**config.mk**
```make
export PLATFORM = sky130hd
export DESIGN_NAME = result_readback_drain
export DESIGN_NICKNAME = d
export VERILOG_FILES = /design/src/rtl/tpu_pkg.sv /design/src/rtl/row_piso_serializer.sv /design/src/rtl/result_readback_drain.sv
export SDC_FILE = /design/constraint.sdc
export NUM_CORES = 1
export LEC_CHECK = 0
export CAP_MARGIN = 20
export CORE_UTILIZATION = 30
export CTS_BUF_LIST = sky130_fd_sc_hd__clkbuf_4 sky130_fd_sc_hd__clkbuf_8
export CTS_CLUSTER_SIZE = 30
export DETAILED_ROUTE_END_ITERATION = 7
export SLEW_MARGIN = 20
export SYNTH_ARGS = -nofsm -noshare
export SYNTH_HDL_FRONTEND = slang
export SYNTH_SLANG_ARGS = --single-unit
```
**constraint.sdc**
```tcl
create_clock -name clk -period 4.2 [get_ports clk]
set_clock_uncertainty 0.2 [all_clocks]
set_input_delay 1.05 -clock clk [delete_from_list [all_inputs] [get_ports clk]]
set_output_delay 1.05 -clock clk [all_outputs]
set_load 0.1 [all_outputs]
```
**src/rtl/tpu_pkg.sv**
```systemverilog
// Shared TPU constants: drain FSM encoding and row geometry.
// Row width is always derived from beat width times lane count.
package tpu_pkg;

  localparam int ADDRESSSIZE_D = 10;
  localparam int PSB_D         = 20;
  localparam int MS_D          = 8;
  localparam int ROW_BW        = PSB_D * MS_D;
  localparam int LANE_W        = $clog2(MS_D);

  localparam logic [1:0] S_IDLE = 2'd0;
  localparam logic [1:0] S_READ = 2'd1;
  localparam logic [1:0] S_CAPT = 2'd2;
  localparam logic [1:0] S_SEND = 2'd3;

  function automatic int row_bw(input int psb, input int ms);
    return psb * ms;
  endfunction

endpackage

```
**src/rtl/row_piso_serializer.sv**
```systemverilog
// Parallel-in/serial-out row register; lane 0 (LSBs) leaves first.
// Shifts one partial sum per accepted beat.
module row_piso_serializer
  import tpu_pkg::*;
#(
  parameter  int PSB    = PSB_D,
  parameter  int MS     = MS_D,
  localparam int RBW    = row_bw(PSB, MS),
  localparam int LW     = $clog2(MS)
) (
  input  logic           clk,
  input  logic           rst,
  input  logic           i_load,
  input  logic [RBW-1:0] i_row,
  input  logic           i_shift,
  output logic [PSB-1:0] o_data,
  output logic [LW-1:0]  o_lane,
  output logic           o_row_end
);

  logic [RBW-1:0] r_row;
  logic [LW-1:0]  r_lane;

  always_ff @(posedge clk) begin
    if (rst) begin
      r_row  <= '0;
      r_lane <= '0;
    end else if (i_load) begin
      r_row  <= i_row;
      r_lane <= '0;
    end else if (i_shift) begin
      r_row  <= r_row >> PSB;
      r_lane <= r_lane + 1'b1;
    end
  end

  assign o_data    = r_row[PSB-1:0];
  assign o_lane    = r_lane;
  assign o_row_end = (r_lane == LW'(MS - 1));

endmodule

```
**src/rtl/result_readback_drain.sv**
```systemverilog
// Drains result rows from the results SRAM to the host port,
// one partial sum per valid/ready beat.
module result_readback_drain
  import tpu_pkg::*;
#(
  parameter  int ADDRESSSIZE    = ADDRESSSIZE_D,
  parameter  int PARTIAL_SUM_BW = PSB_D,
  parameter  int MATRIX_SIZE    = MS_D,
  localparam int RBW            = row_bw(PARTIAL_SUM_BW, MATRIX_SIZE),
  localparam int LW             = $clog2(MATRIX_SIZE)
) (
  input  logic                      clk,
  input  logic                      rst,
  input  logic                      start,
  input  logic [ADDRESSSIZE-1:0]    base_addr,
  input  logic [ADDRESSSIZE:0]      num_rows,
  output logic                      busy,
  output logic                      done,
  output logic                      rd_en,
  output logic [ADDRESSSIZE-1:0]    rd_addr,
  input  logic [RBW-1:0]            rd_data,
  output logic                      m_valid,
  input  logic                      m_ready,
  output logic [PARTIAL_SUM_BW-1:0] m_data,
  output logic [LW-1:0]             m_lane,
  output logic                      m_last
);

  logic [1:0]             r_state;
  logic [ADDRESSSIZE-1:0] r_addr;
  logic [ADDRESSSIZE:0]   r_rows_left;
  logic                   r_zero_done;

  logic w_hs;
  logic w_row_end;
  logic w_last_row;
  logic w_fin;
  logic w_idle_start;

  assign w_hs         = m_valid & m_ready;
  assign w_last_row   = (r_rows_left == (ADDRESSSIZE+1)'(1));
  assign w_fin        = w_hs & w_row_end & w_last_row;
  assign w_idle_start = (r_state == S_IDLE) & start;

  always_ff @(posedge clk) begin
    if (rst) begin
      r_state     <= S_IDLE;
      r_addr      <= '0;
      r_rows_left <= '0;
      r_zero_done <= 1'b0;
    end else begin
      r_zero_done <= w_idle_start & (num_rows == '0);
      unique case (r_state)
        S_IDLE: begin
          if (w_idle_start && num_rows != '0) begin
            r_addr      <= base_addr;
            r_rows_left <= num_rows;
            r_state     <= S_READ;
          end
        end
        S_READ: r_state <= S_CAPT;
        S_CAPT: r_state <= S_SEND;
        S_SEND: begin
          if (w_hs && w_row_end) begin
            if (w_last_row) begin
              r_state <= S_IDLE;
            end else begin
              // address wraps naturally at the top of the SRAM
              r_addr      <= r_addr + 1'b1;
              r_rows_left <= r_rows_left - 1'b1;
              r_state     <= S_READ;
            end
          end
        end
        default: r_state <= S_IDLE;
      endcase
    end
  end

  row_piso_serializer #(
    .PSB (PARTIAL_SUM_BW),
    .MS  (MATRIX_SIZE)
  ) u_piso (
    .clk       (clk),
    .rst       (rst),
    .i_load    (r_state == S_CAPT),
    .i_row     (rd_data),
    .i_shift   (w_hs),
    .o_data    (m_data),
    .o_lane    (m_lane),
    .o_row_end (w_row_end)
  );

  assign rd_en   = (r_state == S_READ);
  assign rd_addr = rd_en ? r_addr : '0;
  assign m_valid = (r_state == S_SEND);
  assign m_last  = m_valid & w_row_end & w_last_row;
  // busy drops in the final handshake cycle so it never overlaps done
  assign busy    = (r_state != S_IDLE) & ~w_fin;
  assign done    = r_zero_done | w_fin;

endmodule

```
run_1/density.png
Bar = 50 um. 17 x 17 tiles, from dark blue (low) to red (high), 0 to 100% covered.
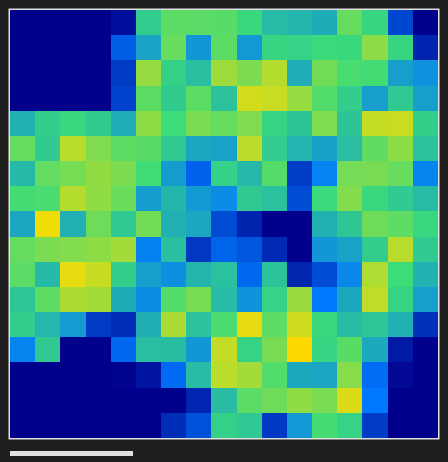
- emptiest ninth of the die: lower left
- nearly empty tiles: 16%
- fullest tile: 75%
floorplan core area: 0.02878 mm^2
final core occ: 40.34%
floorplan utilization: 30.58%

run_1/wire_density.png
Bar = 50 um. 35 x 35 tiles, from dark blue (low) to red (high), scaled to the fullest tile. Values are wire area over tile area, all layers added.
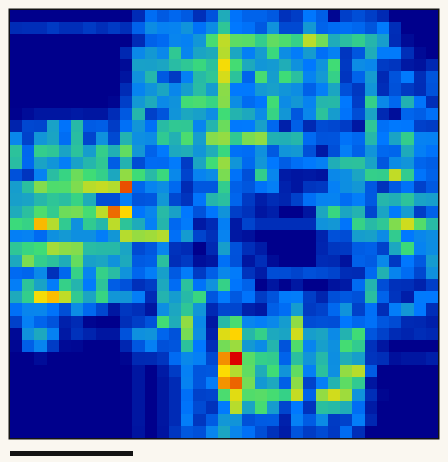
- emptiest ninth of the die: lower left
- densest ninth of the die: middle left
- fullest tile: 0.63
Total Routing Usage GR: 17.92%
average wire per standard cell: 14.90 um

run_1/cell_classes.png
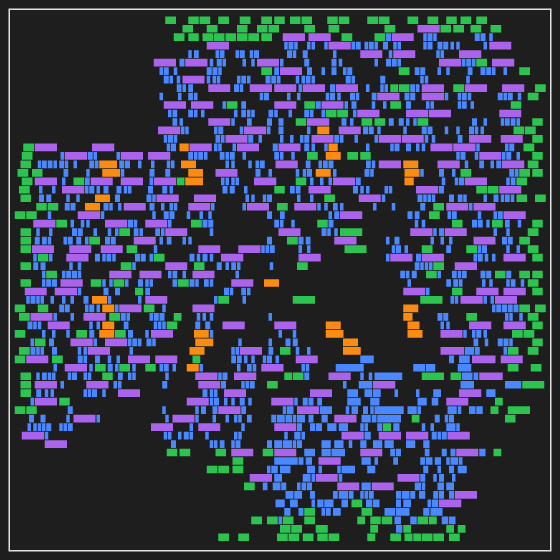
- orange: clock drivers and dummy loads (cells 32)
- purple: flops (cells 187)
- green: other buffers and delay cells (cells 234)
- blue: all other logic (cells 968)
Rows: 62
post-route cell area: 0.01161 mm^2
Seq/total area: 32.28%

run_1/drive_strength.png
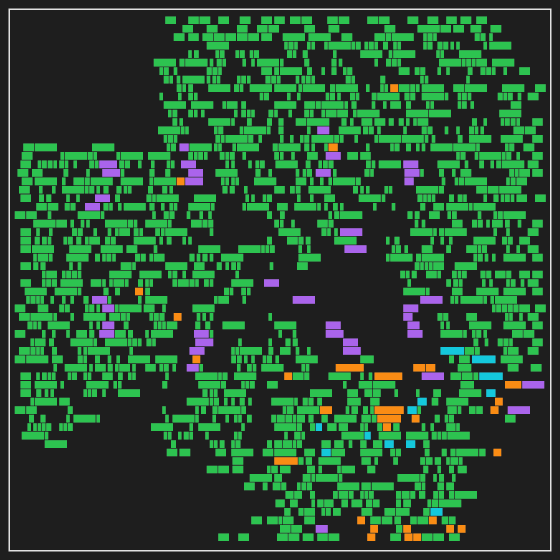
- green: drive 1 or less (cells 1340; share 94%)
- orange: drive 3 to 4 (cells 30; share 2.1%)
- cyan: drive 2 (cells 12; share 0.84%)
- purple: drive 6 and up (cells 39; share 2.7%)
worst setup margin: 0.6707 ns
Synth-to-Final Area Change: 31.90%
Non-Clock Buffer Count: 234

==> results.cfg, run 1 <==
; physical design summary
[outcome]
outcome = completed

[power_and_ir_drop]
p_switching_mw = 2.563
powerComb_mw = 2.36
power_density_mw_per_mm2 = 513.7
ir_drop_mv = 0.1691

[critical_path]
worst_setup_path_end_kind = output pin
cp-startpoint = r_rows_left[6]
critPathBufInv = 1
cp.arrival_ns = 2.28
timing.rr.end = r_rows_left[3]
cp_slowest_cell = or4_4

[global_route]
met1_usage_pct = 23.61

[final_timing]
max-slew-margin-rel_pct = 33.65
finalMaxSlewViolations = 0
worst_slew_pin_slew_ns = 0.9922
finalHoldWorstSlack_ns = 0.3362
hold_violations = 0
rsz0062_at_grt = false
setup_viol = 0

[finish]
bufAreaShareNonClock_pct = 20.36
drive_gt1_share_pct = 5.700
inverters = 13

[synth]
yosys_area_mm2 = 0.008802
topCellsByArea = dfxtp_1 (43%), a21oi_1 (18%), nand2_1 (13%)
avgSynthCellArea_um2 = 6.915
synth_cell_types = 48
yosys_cells = 1273
edf_count = 0

[routing]
vias_per_cell = 4.851
dr_wl_met3_mm = 1.758

[clock_network]
clkSinkCount = 187
-- run 1: logic make-up (layout without fill, tap and decap cells) --
| kind of cell | after synthesis | in the layout | synth area share [%] |
|---|---|---|---|
| buffers and inverters | 131 | 279 | 6.681 |
| DFF | 187 | 187 | 42.53 |
| muxes | 5 | 5 | 0.5686 |
| adders and majority gates | 10 | 10 | 1.421 |
| AOI/OAI and AO/OA | 371 | 371 | 22.60 |
| and+or+nand+nor | 565 | 565 | 25.80 |
| xor gates and xnor gates | 4 | 4 | 0.3980 |
| other | 0 | 5 | 0 |
-- run 1: state kept, by name, summed over array words and instances, names as in the netlist --
name	flops
r_addr	10
r_rows_left	11
r_state	2
r_zero_done	1
u_piso.o_lane	3
u_piso.r_row	160
-- run 1: worst reg2reg max path, stage by stage, from the launching register on --
cell      delay, ns
dfxtp_1        0.36
inv_1          0.19
ha_1           0.42
nor4b_1        0.28
nand3_1        0.32
nand3_1        0.36
nand2b_1       0.49
o21ai_0        0.18
-- run 1: cells in the final DEF (no fill, tap or decap), drive strengths merged, types with 2 or more instances in the layout --
master | netlist | layout
a31o | 3 | 3
diode | 0 | 5
and2 | 11 | 11
buf | 34 | 28
nor4b | 2 | 2
nand2 | 312 | 312
or3 | 2 | 2
or4 | 2 | 2
inv | 13 | 22
o211ai | 9 | 9
nand4 | 2 | 2
mux2i | 5 | 5
nand2b | 4 | 4
nor2b | 3 | 3
xnor2 | 4 | 4
clkdlybuf4s50 | 0 | 206
nor4 | 7 | 7
o21ai | 13 | 13
nor3 | 10 | 10
o32ai | 7 | 7
a22oi | 5 | 5
dfxtp | 187 | 187
clkinv | 0 | 6
a21oi | 320 | 320
a31oi | 4 | 4
ha | 10 | 10
nor2 | 199 | 199
nand3 | 6 | 6
clkbuf | 84 | 17
nor3b | 2 | 2
run_1/final_congestion.png
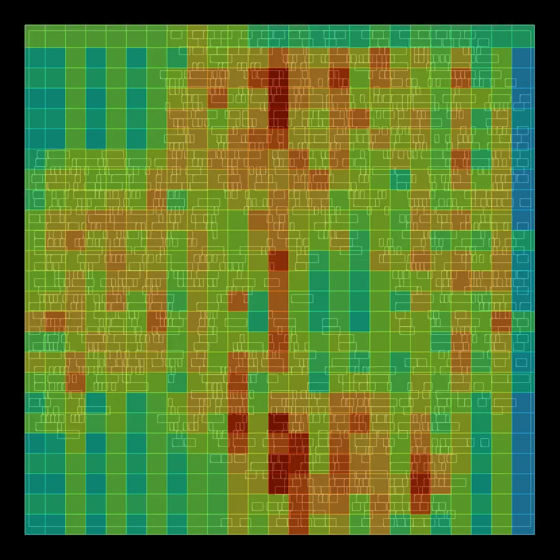

--- run 2 (diff from run 1) ---
clock period = 3.05 ns   (was 4.2 ns; I/O delays follow)
run_2/final_congestion.png
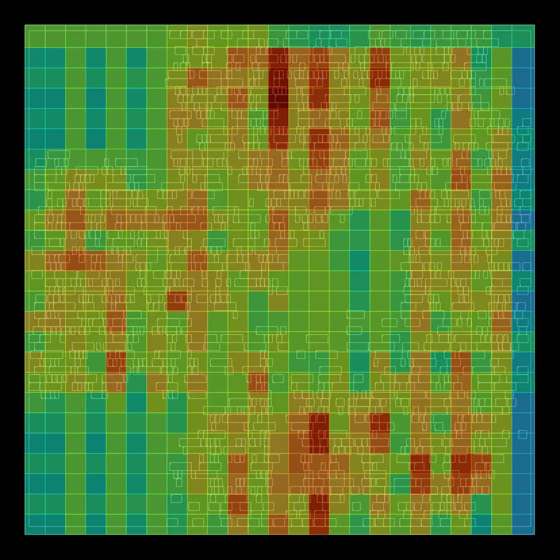
met2 Resource Use GR: 28.03%
GR peak layer: met2
final core occ: 40.67%

run_2/cell_classes.png
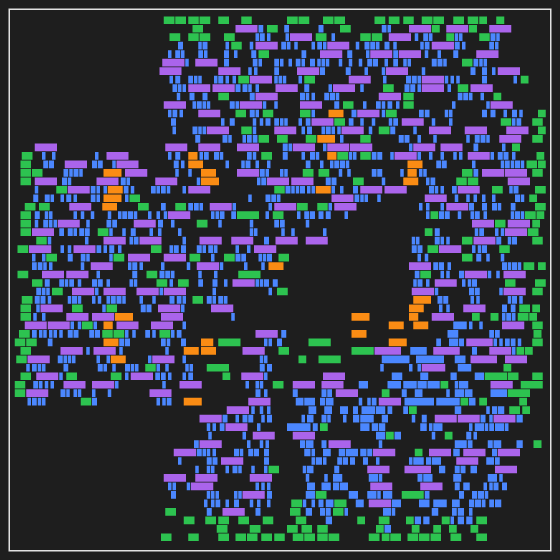
Seq/total area: 32.16%
post-route cell area: 0.01170 mm^2

run_2/wire_density.png
Bar = 50 um. 35 x 35 tiles, from dark blue (low) to red (high), scaled to the fullest tile. Values are wire area over tile area, all layers added.
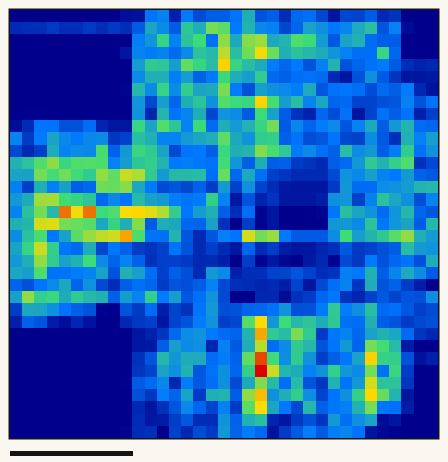
- fullest tile: 0.64
- tiles over half the peak: 8.1%
- densest ninth of the die: middle left
- emptiest ninth of the die: lower left
- mean over tiles: 0.15
- nearly empty tiles: 18%
average wire per standard cell: 15.05 um
detailed-route via count: 8871
drt total wl: 27.37 mm
Total Routing Usage GR: 17.82%

==> results.cfg, run 2 <==
; physical design summary
[outcome]
outcome = completed

[synth]
topCellsByArea = dfxtp_1 (43%), a21oi_1 (18%), nand2_1 (13%)
yosys_cells = 1273
synth_cell_types = 48
yosys_area_mm2 = 0.008802
floorplan.nets = 1468
avgSynthCellArea_um2 = 6.915
edf_count = 0
ys_ff = 187
netlist_area_mm2 = 0.008802

[finish]
largest-register = u_piso.r_row
areaGrowthSynthToFinish_pct = 32.96
drive_gt1_share_pct = 8.246
mostFrequentLayoutCell = a21oi_1
top_regs = u_piso.r_row: 160 flops, r_rows_left: 11 flops, r_addr: 10 flops
lay_top_cells = a21oi_1 (318), nand2_1 (310), nor2_1 (199)

[die]
rows = 62
core_area_mm2 = 0.02878
die_w_um = 173.3
io_pins = 223
initCoreUtil_pct = 30.58

[global_route]
grt_overflow_total = 0

[min_path]
whs_endpoint = r_rows_left[9]

[critical_path]
timing.rr.end = r_rows_left[1]
critPathBufInv = 2
worst_setup_path_end_kind = output pin
startpoint_type = flip-flop
cp-startpoint = r_rows_left[7]

[final_timing]
rsz0062_at_grt = true
finalCriticalPeriod_ns = 3.006
finalMaxSlewViolations = 0
fin_ws_ns = 0.04395
finalHoldWorstSlack_ns = 0.3387
max-slew-margin-rel_pct = 52.53
hold_violations = 0
worst_slew_pin_slew_ns = 0.7120

[power_and_ir_drop]
ir_drop_mv = 0.3415
power_density_mw_per_mm2 = 709.1
pwr-share-seq_pct = 39.0
p_switching_mw = 3.562

[place]
placedCellCount = 1781

[clock_network]
clkSinkCount = 187

[routing]
vias_per_cell = 4.880
-- run 2: worst max path at each step --
stage / end / depth (start not counted) / slack, ns
2_1_floorplan: busy / 6 / -0.67
3_3_place_gp: r_addr[6] / 6 / 0.21
3_5_place_dp: r_rows_left[2] / 7 / 0.12
4_1_cts: done / 5 / -0.002
5_1_grt: m_last / 5 / -0.10
6_report: m_last / 4 / 0.04
-- run 2: logic make-up after synthesis --
kind of cell	count (synthesis)	synth area share, %
muxes	5	0.5686
buffers and inverters	131	6.681
DFF	187	42.53
adders and majority gates	10	1.421
AOI/OAI and AO/OA	371	22.60
xor gates and xnor gates	4	0.3980
and+or+nand+nor	565	25.80
-- run 2: area by class of cell --
class | instances | area (um^2)
Antenna cell | 3 | 7.507
Clock buffer | 17 | 234.0
Clock inverter | 15 | 201.4
Fill cell | 3016 | 17080
Inverter | 13 | 51.30
Multi-Input combinational cell | 955 | 4534
Sequential cell | 187 | 3764
Tap cell | 384 | 480.5
Timing Repair Buffer | 244 | 2431
-- run 2: repair_timing --
action	CTS	global route
setup buffers	1	1
setup endpoints to repair	3	3
pin swaps	3	0
gates resized	1	1
-- run 2: power groups by stage --
stage	sequential (mW)	clock, mW	combinational, mW
3_3_place_gp	3.29	0	3.29
5_1_grt	3.29	1.92	3.65
2_1_floorplan	3.17	0	2.50
3_5_place_dp	3.29	0	3.29
4_1_cts	3.23	1.82	3.31
6_report	3.24	1.75	3.31
-- run 2: layer usage --
metal	up-vias	GRT usage, %	wire length (um)
met5	-	0	69
met4	10	4.609	388
met3	33	5.702	1877
met2	204	28.03	12360
met1	4104	23.46	12670
li1	4520	-	-
-- run 2: tightest hold or removal path: stages, from the launching register on --
cell and delay [ns]:
dfxtp_1 0.36, inv_1 0.06, o32ai_1 0.07
run_2/density.png
Bar = 50 um. 17 x 17 tiles, from dark blue (low) to red (high), 0 to 100% covered.
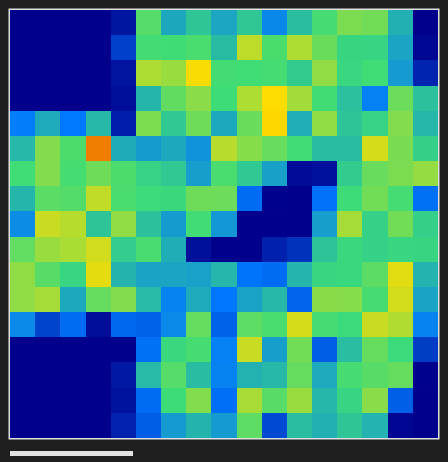

--- run 3 (diff from run 2) ---
ABC_AREA = 1   (was unset)
clock period = 2.8 ns   (was 3.05 ns; I/O delays follow)
run_3/density.png
Bar = 50 um. 18 x 18 tiles, from dark blue (low) to red (high), 0 to 100% covered.
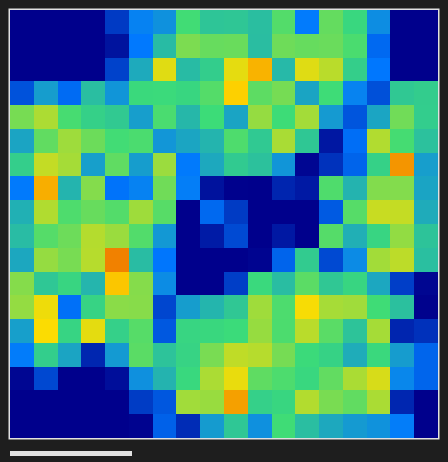
final core occ: 40.53%
floorplan core area: 0.02972 mm^2
floorplan utilization: 30.55%

run_3/final_congestion.png
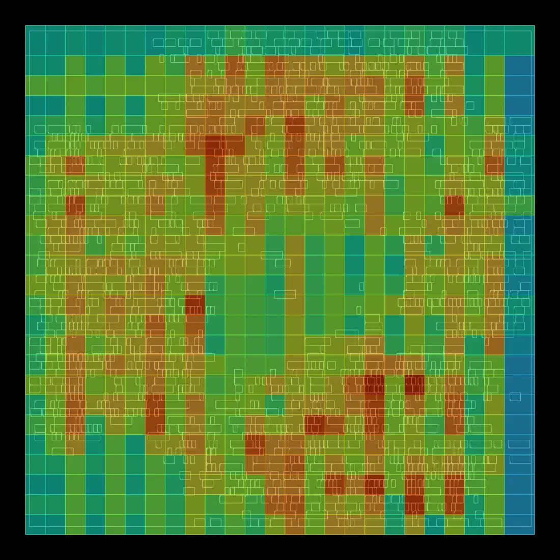
met2 Resource Use GR: 27.54%
met3 GRT Util: 3.618%
average wire per standard cell: 14.37 um
global routing usage on met1: 23.80%
Total Routing Usage GR: 17.24%

run_3/cell_classes.png
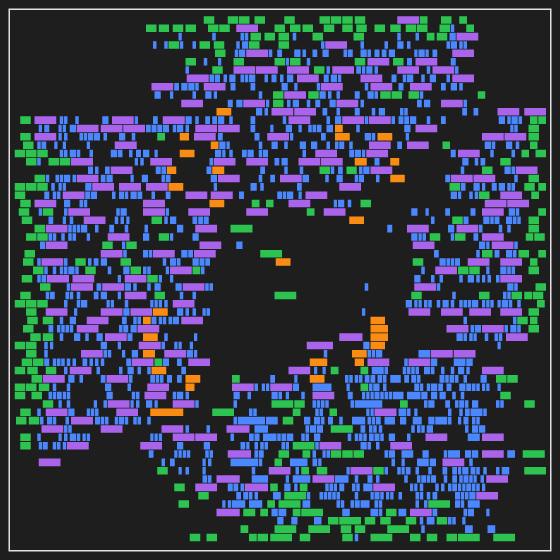
- purple: flops (cells 187)
- green: other buffers and delay cells (cells 247)
- orange: clock drivers and dummy loads (cells 32)
- blue: all other logic (cells 1012)
Rows: 63
post-route cell area: 0.01205 mm^2
Seq/total area: 31.17%

==> results.cfg, run 3 <==
; physical design summary
[critical_path]
critPathBufInv = 4
cp_slowest_cell = dfxtp_2
timing.rr.end = u_piso.r_row[92]
startpoint_type = flip-flop
cp-startpoint = r_rows_left[1]
worst_setup_path_end_kind = output pin

[final_timing]
finalCriticalPeriod_ns = 2.858
hold_violations = 0
finalHoldWorstSlack_ns = 0.2757
rsz0062_at_grt = true
fin_ws_ns = -0.05815
finalMaxSlewViolations = 0
setup_viol = 1

[routing]
vias_per_cell = 4.730

[synth]
netlist_area_mm2 = 0.009079
avgSynthCellArea_um2 = 6.909
edf_count = 0
topCellsByArea = dfxtp_1 (41%), nand2_1 (18%), a31oi_1 (9.7%)
yosys_area_mm2 = 0.009079
yosys_cells = 1314
synth_cell_types = 32

[finish]
comb_area_share_pct = 36.64
areaGrowthSynthToFinish_pct = 32.68
num-multi-input-gates = 919
regArea_mm2 = 0.003755
clk_share_pct = 3.428
largest-register = u_piso.r_row
inverters = 93

[die]
io_pins = 223
tap_cells = 390

[clock_network]
clkSinkCount = 187

[place]
placedCellCount = 1832

[outcome]
outcome = finished, violations left
violations = negative setup slack
-- run 3: timing repair --
action                     CTS  global route
setup endpoints to repair    3             3
setup buffers                3             1
resized                      8             4
hold buffers                 0             0
pin swaps                    4             4
-- run 3: cell families (layout without fill, tap and decap cells) --
| group | after synthesis | count (layout) | share of synthesized area, % |
|---|---|---|---|
| XOR/XNOR | 3 | 3 | 0.2895 |
| flip-flops | 187 | 187 | 41.23 |
| AND/OR/NAND/NOR | 713 | 713 | 33.41 |
| adder cells (fa/ha/maj) | 10 | 10 | 1.378 |
| buffers and inverters | 208 | 372 | 10.98 |
| AND-OR/OR-AND | 193 | 193 | 12.71 |
-- run 3: worst min-delay path by stage --
stage                            from                end  slack [ns]  cells past startpoint
detailed placement  u_piso.r_row[156]  u_piso.r_row[156]        0.26                      2
global route         u_piso.r_row[91]   u_piso.r_row[91]        0.30                      2
floorplan           u_piso.r_row[156]  u_piso.r_row[156]        0.24                      2
CTS                 u_piso.r_row[156]  u_piso.r_row[156]        0.28                      2
finish              u_piso.r_row[156]  u_piso.r_row[156]        0.28                      2
global placement    u_piso.r_row[156]  u_piso.r_row[156]        0.25                      2
-- run 3: worst register-to-register path: stages (launching register included) --
cell,delay [ns]
dfxtp_2,0.38
ha_4,0.20
nand2_2,0.09
inv_4,0.04
buf_4,0.14
nor2_4,0.33
inv_1,0.26
o21ai_0,0.26
a31oi_1,0.07
-- run 3: per-layer routing --
layer | up-vias | track usage [%] | part of all wire [%]
li1 | 4563 | - | -
met4 | 2 | 3.587 | 0.66
met3 | 15 | 3.618 | 5.0
met1 | 4050 | 23.80 | 48
met2 | 206 | 27.54 | 47
met5 | - | 0 | 0.048
-- run 3: report_power, final --
part           internal [mW]  switching [mW]  leakage [nW]
logic                   1.75            3.56          2.62
registers               3.33           0.464          1.53
clock network          0.755            1.13         0.197
No activity file was given, so power comes from the tool's default toggle rates.
